Fig. 1: run 1, routing congestion map
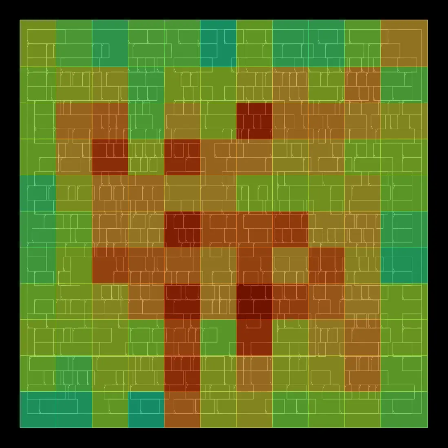
Fig. 2: run 1, cell density map
(4 px per um) The die is cut into 8 by 8 equal tiles; dark blue is low, red is high, 0 to 100% covered.
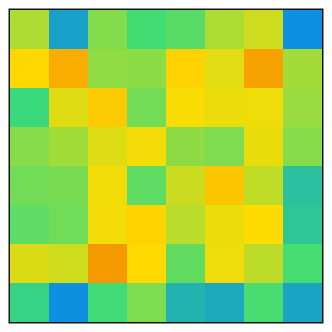
Fig. 3: run 1, signal wires on met4
(4 px per um) Supply wires on this layer in gray.
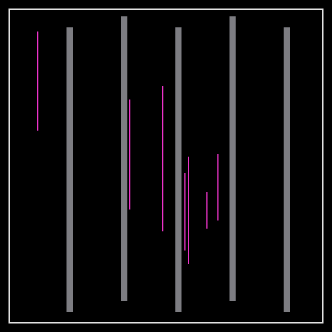
### config.mk
export PLATFORM = sky130hd
export DESIGN_NAME = bus_sel_encoder
export DESIGN_NICKNAME = d
export VERILOG_FILES = /design/src/rtl/bus_sel_pkg.sv /design/src/rtl/bus_sel_encoder_ffs_enc.sv /design/src/rtl/bus_sel_encoder.sv
export SDC_FILE = /design/constraint.sdc
export NUM_CORES = 1
export LEC_CHECK = 0
export ABC_CLOCK_PERIOD_IN_PS = 3830
export CAP_MARGIN = 15
export CORE_UTILIZATION = 48
export CTS_BUF_LIST = sky130_fd_sc_hd__clkbuf_4 sky130_fd_sc_hd__clkbuf_8
export DETAILED_ROUTE_END_ITERATION = 8
export PLACE_DENSITY = 0.82
export SLEW_MARGIN = 40
export SYNTH_ARGS = -nofsm -noshare
export SYNTH_HDL_FRONTEND = slang
export SYNTH_SLANG_ARGS = --single-unit
export TNS_END_PERCENT = 10
### constraint.sdc
create_clock -name clk -period 3.83 [get_ports clk]
set_input_delay 0.383 -clock clk [delete_from_list [all_inputs] [get_ports clk]]
set_output_delay 0.383 -clock clk [all_outputs]
set_load 0.02 [all_outputs]
### src/rtl/bus_sel_pkg.sv
// Shared definitions for the bus select encoder: default sizes, the
// priority-direction and handshake-state enums, and a multi-hot test helper.
package bus_sel_pkg;

    localparam int DEFAULT_N     = 32;
    localparam int DEFAULT_CNT_W = 8;
    localparam int MAX_N         = 256;

    typedef enum logic {
        PRIO_LSB_FIRST = 1'b0,
        PRIO_MSB_FIRST = 1'b1
    } prio_dir_e;

    typedef enum logic {
        EMPTY = 1'b0,
        FULL  = 1'b1
    } state_e;

    // Clearing the lowest set bit leaves something behind only when at least
    // two bits were set, so this is "popcount > 1" without an adder tree.
    function automatic logic isMultiHot(input logic [MAX_N-1:0] vec);
        return |(vec & (vec - MAX_N'(1)));
    endfunction

endpackage

### src/rtl/bus_sel_encoder_ffs_enc.sv
// Combinational find-first-set encoder.
// MSB_FIRST=0 scans upward starting at start_i and wraps from N-1 to 0.
// MSB_FIRST=1 picks the highest set bit and ignores start_i.
module ffs_enc #(
    parameter int N         = 32,
    parameter int MSB_FIRST = 0,
    parameter int W         = $clog2(N)
) (
    input  logic [N-1:0] req_i,
    input  logic [W-1:0] start_i,
    output logic [W-1:0] idx_o,
    output logic [N-1:0] onehot_o,
    output logic         none_o
);

    // Position visited at scan step k. Step 0 is the highest-priority position.
    function automatic int scanPos(input int base, input int k);
        int p;
        if (MSB_FIRST != 0) begin
            p = N - 1 - k;
        end else begin
            p = base + k;
            if (p >= N) p = p - N;
        end
        return p;
    endfunction

    // Walk from the lowest-priority position to the highest. The last match
    // overwrites earlier ones, so the winner needs no "found" chain.
    always_comb begin
        idx_o    = '0;
        onehot_o = '0;
        none_o   = 1'b1;
        for (int k = N - 1; k >= 0; k--) begin
            if (req_i[scanPos(int'(start_i), k)]) begin
                idx_o    = W'(scanPos(int'(start_i), k));
                onehot_o = '0;
                onehot_o[scanPos(int'(start_i), k)] = 1'b1;
                none_o   = 1'b0;
            end
        end
    end

endmodule

### src/rtl/bus_sel_encoder.sv
// Registered one-hot/priority encoder for bus-driver select vectors.
// The output register has one stage and uses a valid/ready handshake.
// Multi-hot selects are flagged and counted.
// Optional macro BUS_SEL_ROUND_ROBIN_EN enables a rotating search start
// pointer. When it is enabled, MSB_FIRST is ignored.
module bus_sel_encoder
    import bus_sel_pkg::*;
#(
    parameter int N         = DEFAULT_N,
    parameter int W         = $clog2(N),
    parameter int MSB_FIRST = 0,
    parameter int CNT_W     = DEFAULT_CNT_W
) (
    input  logic             clk,
    input  logic             clr,
    input  logic             in_valid,
    output logic             in_ready,
    input  logic [N-1:0]     req,
    output logic             out_valid,
    input  logic             out_ready,
    output logic [W-1:0]     out_idx,
    output logic [N-1:0]     out_onehot,
    output logic             out_none,
    output logic             out_multi,
    input  logic             err_clr,
    output logic             err_sticky,
    output logic [CNT_W-1:0] err_count
);

    localparam logic [CNT_W-1:0] CNT_MAX = {CNT_W{1'b1}};

`ifdef BUS_SEL_ROUND_ROBIN_EN
    localparam prio_dir_e ENC_DIR = PRIO_LSB_FIRST;
`else
    localparam prio_dir_e ENC_DIR = (MSB_FIRST != 0) ? PRIO_MSB_FIRST : PRIO_LSB_FIRST;
`endif

    state_e           state_q;
    logic [W-1:0]     outIdx_q;
    logic [N-1:0]     outOnehot_q;
    logic             outNone_q;
    logic             outMulti_q;
    logic             errSticky_q, errSticky_d;
    logic [CNT_W-1:0] errCount_q, errCount_d;

    logic             accept;
    logic             reqMulti;
    logic [W-1:0]     searchStart;
    logic [W-1:0]     encIdx;
    logic [N-1:0]     encOnehot;
    logic             encNone;

    assign out_valid  = (state_q == FULL);
    assign in_ready   = !out_valid || out_ready;
    assign accept     = in_valid && in_ready;
    assign reqMulti   = isMultiHot(MAX_N'(req));

    assign out_idx    = outIdx_q;
    assign out_onehot = outOnehot_q;
    assign out_none   = outNone_q;
    assign out_multi  = outMulti_q;
    assign err_sticky = errSticky_q;
    assign err_count  = errCount_q;

`ifdef BUS_SEL_ROUND_ROBIN_EN
    logic [W-1:0] ptr_q, ptr_d;

    assign searchStart = ptr_q;

    // Move the pointer just past the last winner so the next search starts
    // one position higher. Compare against N-1 so non-power-of-2 N wraps.
    always_comb begin
        ptr_d = ptr_q;
        if (accept && !encNone) begin
            ptr_d = (encIdx == W'(N - 1)) ? '0 : encIdx + W'(1);
        end
    end

    // Register the round-robin pointer.
    always_ff @(posedge clk) begin
        if (clr) ptr_q <= '0;
        else     ptr_q <= ptr_d;
    end
`else
    assign searchStart = '0;
`endif

    ffs_enc #(
        .N         (N),
        .MSB_FIRST ((ENC_DIR == PRIO_MSB_FIRST) ? 1 : 0),
        .W         (W)
    ) u_ffs (
        .req_i    (req),
        .start_i  (searchStart),
        .idx_o    (encIdx),
        .onehot_o (encOnehot),
        .none_o   (encNone)
    );

    // Error bookkeeping changes only on accepted multi-hot selects. Such an
    // event takes priority over a clear that arrives in the same cycle.
    always_comb begin
        errSticky_d = errSticky_q;
        errCount_d  = errCount_q;
        if (accept && reqMulti) begin
            errSticky_d = 1'b1;
            if (err_clr)                   errCount_d = CNT_W'(1);
            else if (errCount_q != CNT_MAX) errCount_d = errCount_q + CNT_W'(1);
        end else if (err_clr) begin
            errSticky_d = 1'b0;
            errCount_d  = '0;
        end
    end

    // Register the error sticky flag and the saturating error count.
    always_ff @(posedge clk) begin
        if (clr) begin
            errSticky_q <= 1'b0;
            errCount_q  <= '0;
        end else begin
            errSticky_q <= errSticky_d;
            errCount_q  <= errCount_d;
        end
    end

    // EMPTY/FULL handshake FSM plus the result register. A new select is
    // captured on every accept, including a back-to-back accept while FULL.
    always_ff @(posedge clk) begin
        if (clr) begin
            state_q     <= EMPTY;
            outIdx_q    <= '0;
            outOnehot_q <= '0;
            outNone_q   <= 1'b0;
            outMulti_q  <= 1'b0;
        end else begin
            case (state_q)
                EMPTY:   if (accept) state_q <= FULL;
                FULL:    if (out_ready && !in_valid) state_q <= EMPTY;
                default: state_q <= EMPTY;
            endcase
            if (accept) begin
                outIdx_q    <= encIdx;
                outOnehot_q <= encOnehot;
                outNone_q   <= encNone;
                outMulti_q  <= reqMulti;
            end
        end
    end

endmodule

==> flow_summary.toml, run 1 <==
# physical design summary
[floorplanning]
fp_util = 0.500
core_um2 = 5540
die_area_um2 = 6080
die_height_um = 78.0
rows = 27

[route]
routed_via_density = 6.08
drtPass1Iterations = 5
drt-initial-drc-count = 261
drc = 0
wl_per_cell_um = 16.6
routed_wl_mm = 8.76
detail-route-antenna-nets = 0

[synthesis]
ys_chip_area_um2 = 2770
top_area_cell = "dfxtp_1"
synth_area_um2 = 2770
syn_inst = 365
top_cell = "dfxtp_1"
synth_flops = 49
syn-mean-instance-area_um2 = 7.59
yosysWarnings = 0
yosys-top-cells-count = "49 x dfxtp_1, 43 x nand2_1, 42 x nor2_1"
synth.distinct_cells = 58
synth_top_area_share = 0.354
synth_seq_share = 0.354
yosysCellCount = 365
ys_dominant_reg_cell = "dfxtp_1"
synthTopCellsByArea = "dfxtp_1 35%, a21oi_1 7.0%, nand2_1 5.8%"
synth-async-reset-ratio = 0

[final_timing]
finalClockSkew_ps = 6.09
slew_headroom = 0.595
post-route-min-period_ps = 3240
setup_slack_ps = 591
fin_setup_tns_ps = 0
post-route-period-util = 0.846
hold_viol = 0
rsz0062_at_grt = "false"
fmax_ghz = 0.309
fin_hold_ws_ps = 454
worst_pin_slew_ps = 607
slew_violations = 0

[cts]
cts_made_buffers = 5
postCtsHoldBufs = 0
cts_buffer_depth = 2
cts_root_buf = "clkbuf_8"
post_cts_buffers = 0
cts_tree = "built"
clk_latency_ps = 300
cts_resized = 0
path_clk_slew_ps = 90

[placed_design]
postPlaceCellArea_um2 = 3730
port_buffers = 86
post-place-ws_ps = 314
gp_congestion = 0.936

[global_routing]
grt_antenna_before_repair = 0
grt_pass1_vias = 2903
grt.overflow.total = 0
grt_max_degree = 51

[setup_path]
cp_max_fo = 11
cp.arrival_ps = 3440
crit_type = "primary input to register"
cp-start-kind = "primary input"
crit_path_max_incr_delay_ps = 580
rrSetupSlack_ps = 1770
cp.depth = 9
end_kind = "register"
critPathLaunch = "req[9]"
path_buffers = 1
cp_cell_sequence = "clkdlybuf4s50_1 > or4_4 > nor2_1 > nand4_1 > a2111oi_0 > and4b_1 > o2111ai_2 > a31o_2 > o311a_1"
reg2reg_to = "err_count[7]"
r2r_start = "err_count[0]"
r2r_cells = 5
path_delay_family = "simple AND/OR/NAND/NOR gates"

[finish]
fill_cells = 509
area_growth_pct = 39.0
finalInstanceArea_um2 = 3850
mostFrequentLayoutCell = "clkdlybuf4s50_1"
layout_top_cells = "85 x clkdlybuf4s50_1, 49 x dfxtp_1, 43 x nand2_1"
final_nets = 491
drive_gt1_frac = 0.0859
stdcell_count = 526

[run]
cap_violations = 0
warnings = 26

[worst_hold_path]
hp-class = "register to register"

[power]
p_per_area_nw_per_um2 = 283
power_mw = 1.09
peakVddDrop_mv = 0.143
leakage_nw = 1.34

[run_status]
status = "completed"
-- Fig. 1 (at the start) --
Tot GR Track Use: 0.295
GRT busiest layer: met2
met2 usage: 0.490
final core occ: 0.695
global-route met3 utilization: 0.0565

-- Fig. 2 (at the start) --
mean over tiles: 62%
fullest tile: 83%
tiles over 75% full: 14%

-- Fig. 3 (at the start) --
main direction: vertical
longest straight run: 36.0 um
wire length on this layer: 158 um

## run 1: layout make-up
cell class | instances | area, um^2 | area share
clock buffers | 7 | 90.1 | 0.0234
clock inverters | 1 | 30.0 | 0.00780
inverters | 10 | 37.5 | 0.00975
multi-input cells | 288 | 1670 | 0.433
flip-flops and latches | 49 | 981 | 0.255
well taps | 72 | 90.1 | 0.0234
repair buffers | 99 | 953 | 0.248
## run 1: power breakdown
part           total [mW]  internal [mW]  switching [mW]
Clock               0.392          0.220           0.171
Combinational       0.178         0.0740           0.104
Sequential          0.519          0.515         0.00403
## run 1: kinds of logic after synthesis
family	after synthesis	share of synthesized area
and+or+nand+nor	187	0.349
buffers and inverters	28	0.0434
DFF	49	0.354
AOI/OAI and AO/OA	97	0.238
muxes	2	0.00723
adders and majority gates	2	0.00813
## run 1: how the worst min path moves through the flow
| stage | start | endpoint | slack (ps) | cells past startpoint |
|---|---|---|---|---|
| after global placement | out_onehot[26] | out_onehot[26] | 440 | 2 |
| after global routing | out_onehot[26] | out_onehot[26] | 460 | 2 |
| final | out_onehot[26] | out_onehot[26] | 450 | 2 |
| after floorplan | in_valid | out_valid | 510 | 2 |
| after CTS | out_onehot[26] | out_onehot[26] | 450 | 2 |
| after detailed placement | out_onehot[30] | out_onehot[30] | 440 | 2 |
## run 1: metal layers
layer / share of wire / track usage / up-vias / wire length, um
met5: 0 / 0 / - / 0
met1: 0.43 / 0.386 / 1487 / 3790
met4: 0.018 / 0.0870 / 0 / 158
met3: 0.066 / 0.0565 / 17 / 580
met2: 0.48 / 0.490 / 147 / 4230
li1: - / - / 1547 / -
## run 1: sequential cells by signal, indices dropped and copies added (netlist names)
name and cells:
err_count 8, err_sticky 1, out_idx 5, out_multi 1, out_none 1, out_onehot 32, out_valid 1
==> run 1 -> run 2 <==
Settings changed: ABC_CLOCK_PERIOD_IN_PS 3830 to 3320.
Clock period 3.83 ns to 3.32 ns, I/O delays scaled along.
==> run 2 against run 1 <==
Net effect:
- sequential share of layout area decreased by 1.6 points
- clock skew down 0.60 ps
- register-to-register slack lost 490 ps
- utilization is 4.8 points higher
- routed wire length up 6.8%
- die area stayed put
- non-clock buffer count grew 37
- critical path depth unchanged
- global-route usage grew 1.8 points
- critical endpoint is now err_count[5]
- largest cell class unchanged
- highest routed layer unchanged
==> flow_summary.toml, run 2 <==
# physical design summary
[final_timing]
worst_pin_slew_ps = 679
fmax_ghz = 0.341
post-route-period-util = 0.884
setup_slack_ps = 384
hold_viol = 0
slew_headroom = 0.543
fin_hold_ws_ps = 456
finalClockSkew_ps = 5.48

[synthesis]
yosysWarnings = 0
synth_area_um2 = 2770
synthTopCellsByArea = "dfxtp_1 35%, a21oi_1 7.0%, nand2_1 5.8%"
syn-mean-instance-area_um2 = 7.59
yosys-top-cells-count = "49 x dfxtp_1, 43 x nand2_1, 42 x nor2_1"
synth_flops = 49
top_area_cell = "dfxtp_1"
syn_inst = 365
synth-async-reset-ratio = 0
top_cell = "dfxtp_1"
yosysCellCount = 365

[floorplanning]
core_um2 = 5540
fp_util = 0.500
rows = 27

[run]
warnings = 26
cap_violations = 0

[finish]
layout_top_cells = "86 x clkdlybuf4s50_1, 50 x buf_4, 49 x dfxtp_1"
mostFrequentLayoutCell = "clkdlybuf4s50_1"
drive_gt1_frac = 0.155
area_growth_pct = 48.6
fill_cells = 482

[setup_path]
cp.arrival_ps = 3140
crit_path_max_incr_delay_ps = 550
cp-start-kind = "primary input"
r2r_start = "err_count[0]"
path_buffers = 2
crit_type = "primary input to register"
reg2reg_to = "err_count[7]"
critPathLaunch = "req[15]"
cp_max_fo = 8
path_delay_family = "simple AND/OR/NAND/NOR gates"
cp.depth = 9
cp_cell_sequence = "clkdlybuf4s50_1 > or4_4 > or2_4 > o31a_1 > a2111oi_0 > and4b_1 > o2111ai_2 > buf_4 > a31o_2"

[global_routing]
busiest_layer = "met2"
grt_pass1_vias = 3114
grt_max_degree = 51

[cts]
clk_latency_ps = 310
path_clk_slew_ps = 100
cts_buffer_depth = 2
cts_tree = "built"
cts_made_buffers = 5
cts_resized = 0

[power]
p_per_area_nw_per_um2 = 294
peakVddDrop_mv = 0.212
leakage_nw = 1.51

[route]
detail-route-antenna-nets = 0
routed_wl_mm = 9.35

[placed_design]
port_buffers = 86

[run_status]
status = "completed"

[worst_hold_path]
hp-class = "register to register"
whs_path_depth = 2
run 2: cell counts after synthesis:
Identical to the previous run, type by type.
run 2: stage by stage:
stage               std cells  total power, mW  instance area (um^2)
finish                    563             1.21                  4120
CTS                       563             1.21                  4110
floorplan                 365            0.703                  2770
global route              563             1.25                  4120
global placement          555            0.836                  4010
detailed placement        555            0.839                  4010
run 2: where the power goes:
part | switching [mW] | total, mW | internal (mW)
Combinational | 0.125 | 0.231 | 0.106
Sequential | 0.00489 | 0.599 | 0.594
Clock | 0.210 | 0.380 | 0.169
Total | 0.340 | 1.21 | 0.870
run 2: worst min-delay path by stage:
stage | end | slack, ps
6_report | out_onehot[3] | 460
5_1_grt | out_onehot[3] | 480
4_1_cts | out_onehot[26] | 460
3_5_place_dp | out_onehot[26] | 450
3_3_place_gp | out_onehot[31] | 440
2_1_floorplan | out_valid | 460
run 2: routing by layer:
metal  up-vias  share of wire
met5         -              0
met3        21          0.067
li1       1616              -
met1      1562           0.43
met2       159           0.48
met4         0          0.021
run 2: tightest hold or removal path, cell delays in order (launching register included):
cell     delay [ps]
dfxtp_1         320
nand2_1          50
a21oi_1          50
run 2: kinds of logic (layout without fill, tap and decap cells):
logic type                 after synthesis  in the layout  synth area share
muxes                                    2              2           0.00723
DFF                                     49             49             0.354
buffers and inverters                   28            154            0.0434
and+or+nand+nor                        187            187             0.349
adders and majority gates                2              2           0.00813
AOI/OAI and AO/OA                       97             97             0.238
run 2: area by class of cell:
type                    count  area (um^2)  share of cell area
multi-input cells         288         1670               0.407
repair buffers            136         1240               0.300
flip-flops and latches     49          981               0.238
well taps                  72         90.1              0.0219
clock buffers               6         82.6              0.0201
inverters                  10         37.5             0.00912
clock inverters             2         13.8             0.00334
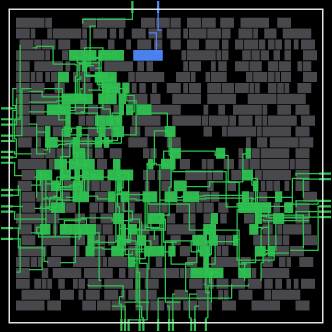
Fig. 4. I/O nets highlighted (run 2).
(4 px per um)
[`err_sticky`] blue | bits: 1 | direction: output | edge: top | end cells: 1 | buffers: 1 | wire: 13.7 um
[`req`] green | bits: 32 | direction: input | edge: 14 left, 11 bottom, 6 right, 1 top | end cells: 116 | buffers: 57 | wire: 2050 um

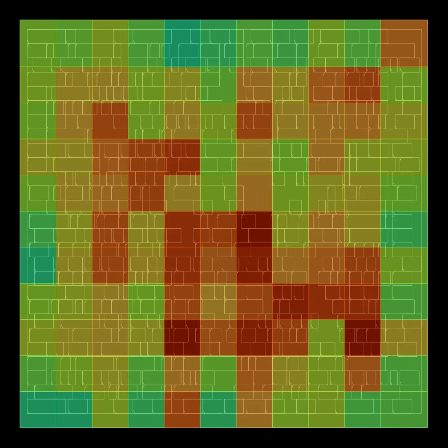
Fig. 5. Routing congestion map (run 2).
final core occ: 0.743
wire per inst: 16.6 um
met2 usage: 0.522
GR Util met1: 0.403

==> run 2 -> run 3 <==
Settings changed: GPL_ROUTABILITY_DRIVEN set to 0.
==> run 3 against run 2 <==
Net effect:
- sequential power about the same
- combinational power barely moved
- worst hold slack better by 1.8 ps
- sequential share of layout area is 0.31 points higher
- flip-flop count unchanged
- synthesized cell count unchanged
- clock-buffer cell count is 1 higher
- via count up 1.8%
- clock power up 2%
- critical path type unchanged
- critical endpoint unchanged
==> flow_summary.toml, run 3 <==
# physical design summary
[run_status]
status = "completed"

[route]
routed_wl_mm = 9.10
wl_met3_um = 786
drtPass1Iterations = 6
met1_length_mm = 3.77
detail-route-antenna-nets = 0
routed_via_density = 6.15
wl_per_cell_um = 16.4
drc = 0
drt-initial-drc-count = 316

[final_timing]
post-route-period-util = 0.897
finalClockSkew_ps = 6.59
fin_hold_ws_ps = 457
slew_violations = 0
post-route-min-period_ps = 2980
worst_pin_slew_ps = 535
slew_headroom = 0.639
setup_slack_ps = 342
fin_setup_tns_ps = 0

[synthesis]
ys_dominant_reg_cell = "dfxtp_1"
synth_seq_share = 0.354
synth_top_area_share = 0.354
top_cell = "dfxtp_1"
synth_area_um2 = 2770
synth_flops = 49
synth-async-reset-ratio = 0
yosys-top-cells-count = "49 x dfxtp_1, 43 x nand2_1, 42 x nor2_1"
synth.distinct_cells = 58
yosysCellCount = 365
synthTopCellsByArea = "dfxtp_1 35%, a21oi_1 7.0%, nand2_1 5.8%"
ys_chip_area_um2 = 2770

[floorplanning]
die_height_um = 78.0
rows = 27

[worst_hold_path]
hp-class = "register to register"
hp-start = "out_onehot[16]"

[power]
p_sw_uw = 329
pwr-share-seq = 0.493
peakVddDrop_mv = 0.154
leakage_nw = 1.48
pg_comb_uw = 228
power_frac_comb = 0.187
p_per_area_nw_per_um2 = 299
powerClk_uw = 389
swShare = 0.270
top_power_group = "sequential cells"
power_frac_clock = 0.320

[run]
warnings = 26
cap_violations = 0

[finish]
layout_top_cells = "86 x clkdlybuf4s50_1, 49 x dfxtp_1, 43 x nand2_1, 43 x buf_4, 42 x nor2_1"
mostFrequentLayoutCell = "clkdlybuf4s50_1"
drive_gt1_frac = 0.140
area_growth_pct = 46.7
largest_register_ffs = 32
finalInstanceArea_um2 = 4060

[global_routing]
grt_max_degree = 51
grt.overflow.total = 0
grt_pass1_vias = 3320
busiest_layer = "met2"
use_met3 = 0.0847
grt_antenna_before_repair = 0
track_usage = 0.313
grt_use_met1 = 0.380
grt_util_met2 = 0.530

[cts]
cts_buffer_depth = 2
postCtsHoldBufs = 0
cts_made_buffers = 5
cts_resized = 0
post_cts_buffers = 0
path_clk_slew_ps = 90

[setup_path]
cp-start-kind = "primary input"
crit_type = "primary input to register"
end_kind = "register"
critPathLaunch = "req[15]"
r2r_start = "err_count[0]"
cp_max_fo = 8

[placed_design]
port_buffers = 86
run 3: netlist changes by cell type in the layout (fill, tap and decap cells not counted):
| cell | change |
|---|---|
| buf_4 | -7 |
| clkbuf_8 | +1 |
| clkinv_4 | -1 |
| nor3_2 | -1 |
| nor3_1 | +1 |
run 3: final timing paths:
kind                                       end  slack (ps)  cells after the start
worst max-delay path              err_count[5]         340                     10
worst min-delay path            out_onehot[16]         460                      2
worst max register to register    err_count[7]        1260                      5
worst min register to register  out_onehot[16]         460                      2
run 3: logic make-up (layout without fill, tap and decap cells):
| family | Yosys count | in the layout | synth area share |
|---|---|---|---|
| simple gates | 187 | 187 | 0.349 |
| compound gates | 97 | 97 | 0.238 |
| flops | 49 | 49 | 0.354 |
| buf+inv | 28 | 147 | 0.0434 |
| fa+ha+maj | 2 | 2 | 0.00813 |
| mux | 2 | 2 | 0.00723 |
run 3: layout make-up:
| type | count | area (um^2) |
|---|---|---|
| Sequential cell | 49 | 981 |
| Multi-Input combinational cell | 288 | 1670 |
| Clock inverter | 1 | 5.00 |
| Tap cell | 72 | 90.1 |
| Clock buffer | 7 | 96.3 |
| Fill cell | 455 | 1480 |
| Inverter | 10 | 37.5 |
| Timing Repair Buffer | 129 | 1180 |
run 3: worst max-delay path: stages:
cell and delay (ps):
clkdlybuf4s50_1 440, or4_4 560, or2_4 270, o31a_1 280
a2111oi_0 350, and4b_1 250, o2111ai_2 240, buf_4 250
a21oi_1 130, a31o_2 120
run 3: per-stage QoR:
step / instances / total power, mW / util
after CTS: 556 / 1.22 / 0.733
after floorplan: 365 / 0.703 / -
final: 556 / 1.22 / 0.733
after global routing: 556 / 1.27 / 0.733
after global placement: 548 / 0.831 / 0.715
after detailed placement: 548 / 0.835 / 0.715
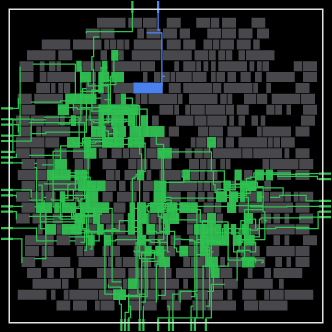
Fig. 6. I/O nets highlighted (run 3).
(4 px per um)
[`err_sticky`] blue | bits: 1 | direction: output | edge: top | end cells: 1 | buffers: 1 | wire: 22.7 um
[`req`] green | bits: 32 | direction: input | edge: 14 left, 11 bottom, 6 right, 1 top | end cells: 116 | buffers: 55 | wire: 1980 um

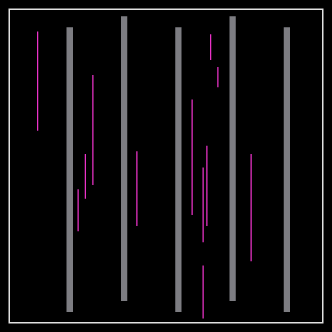
Fig. 7. Signal wires on met4 (run 3).
(4 px per um) Supply wires on this layer in gray.
longest straight run: 28.6 um
wire length on this layer: 208 um
main direction: vertical
nets with wire on the layer: 12
share of all routed wire: 2.3%

Power and IR drop assume default switching activity.
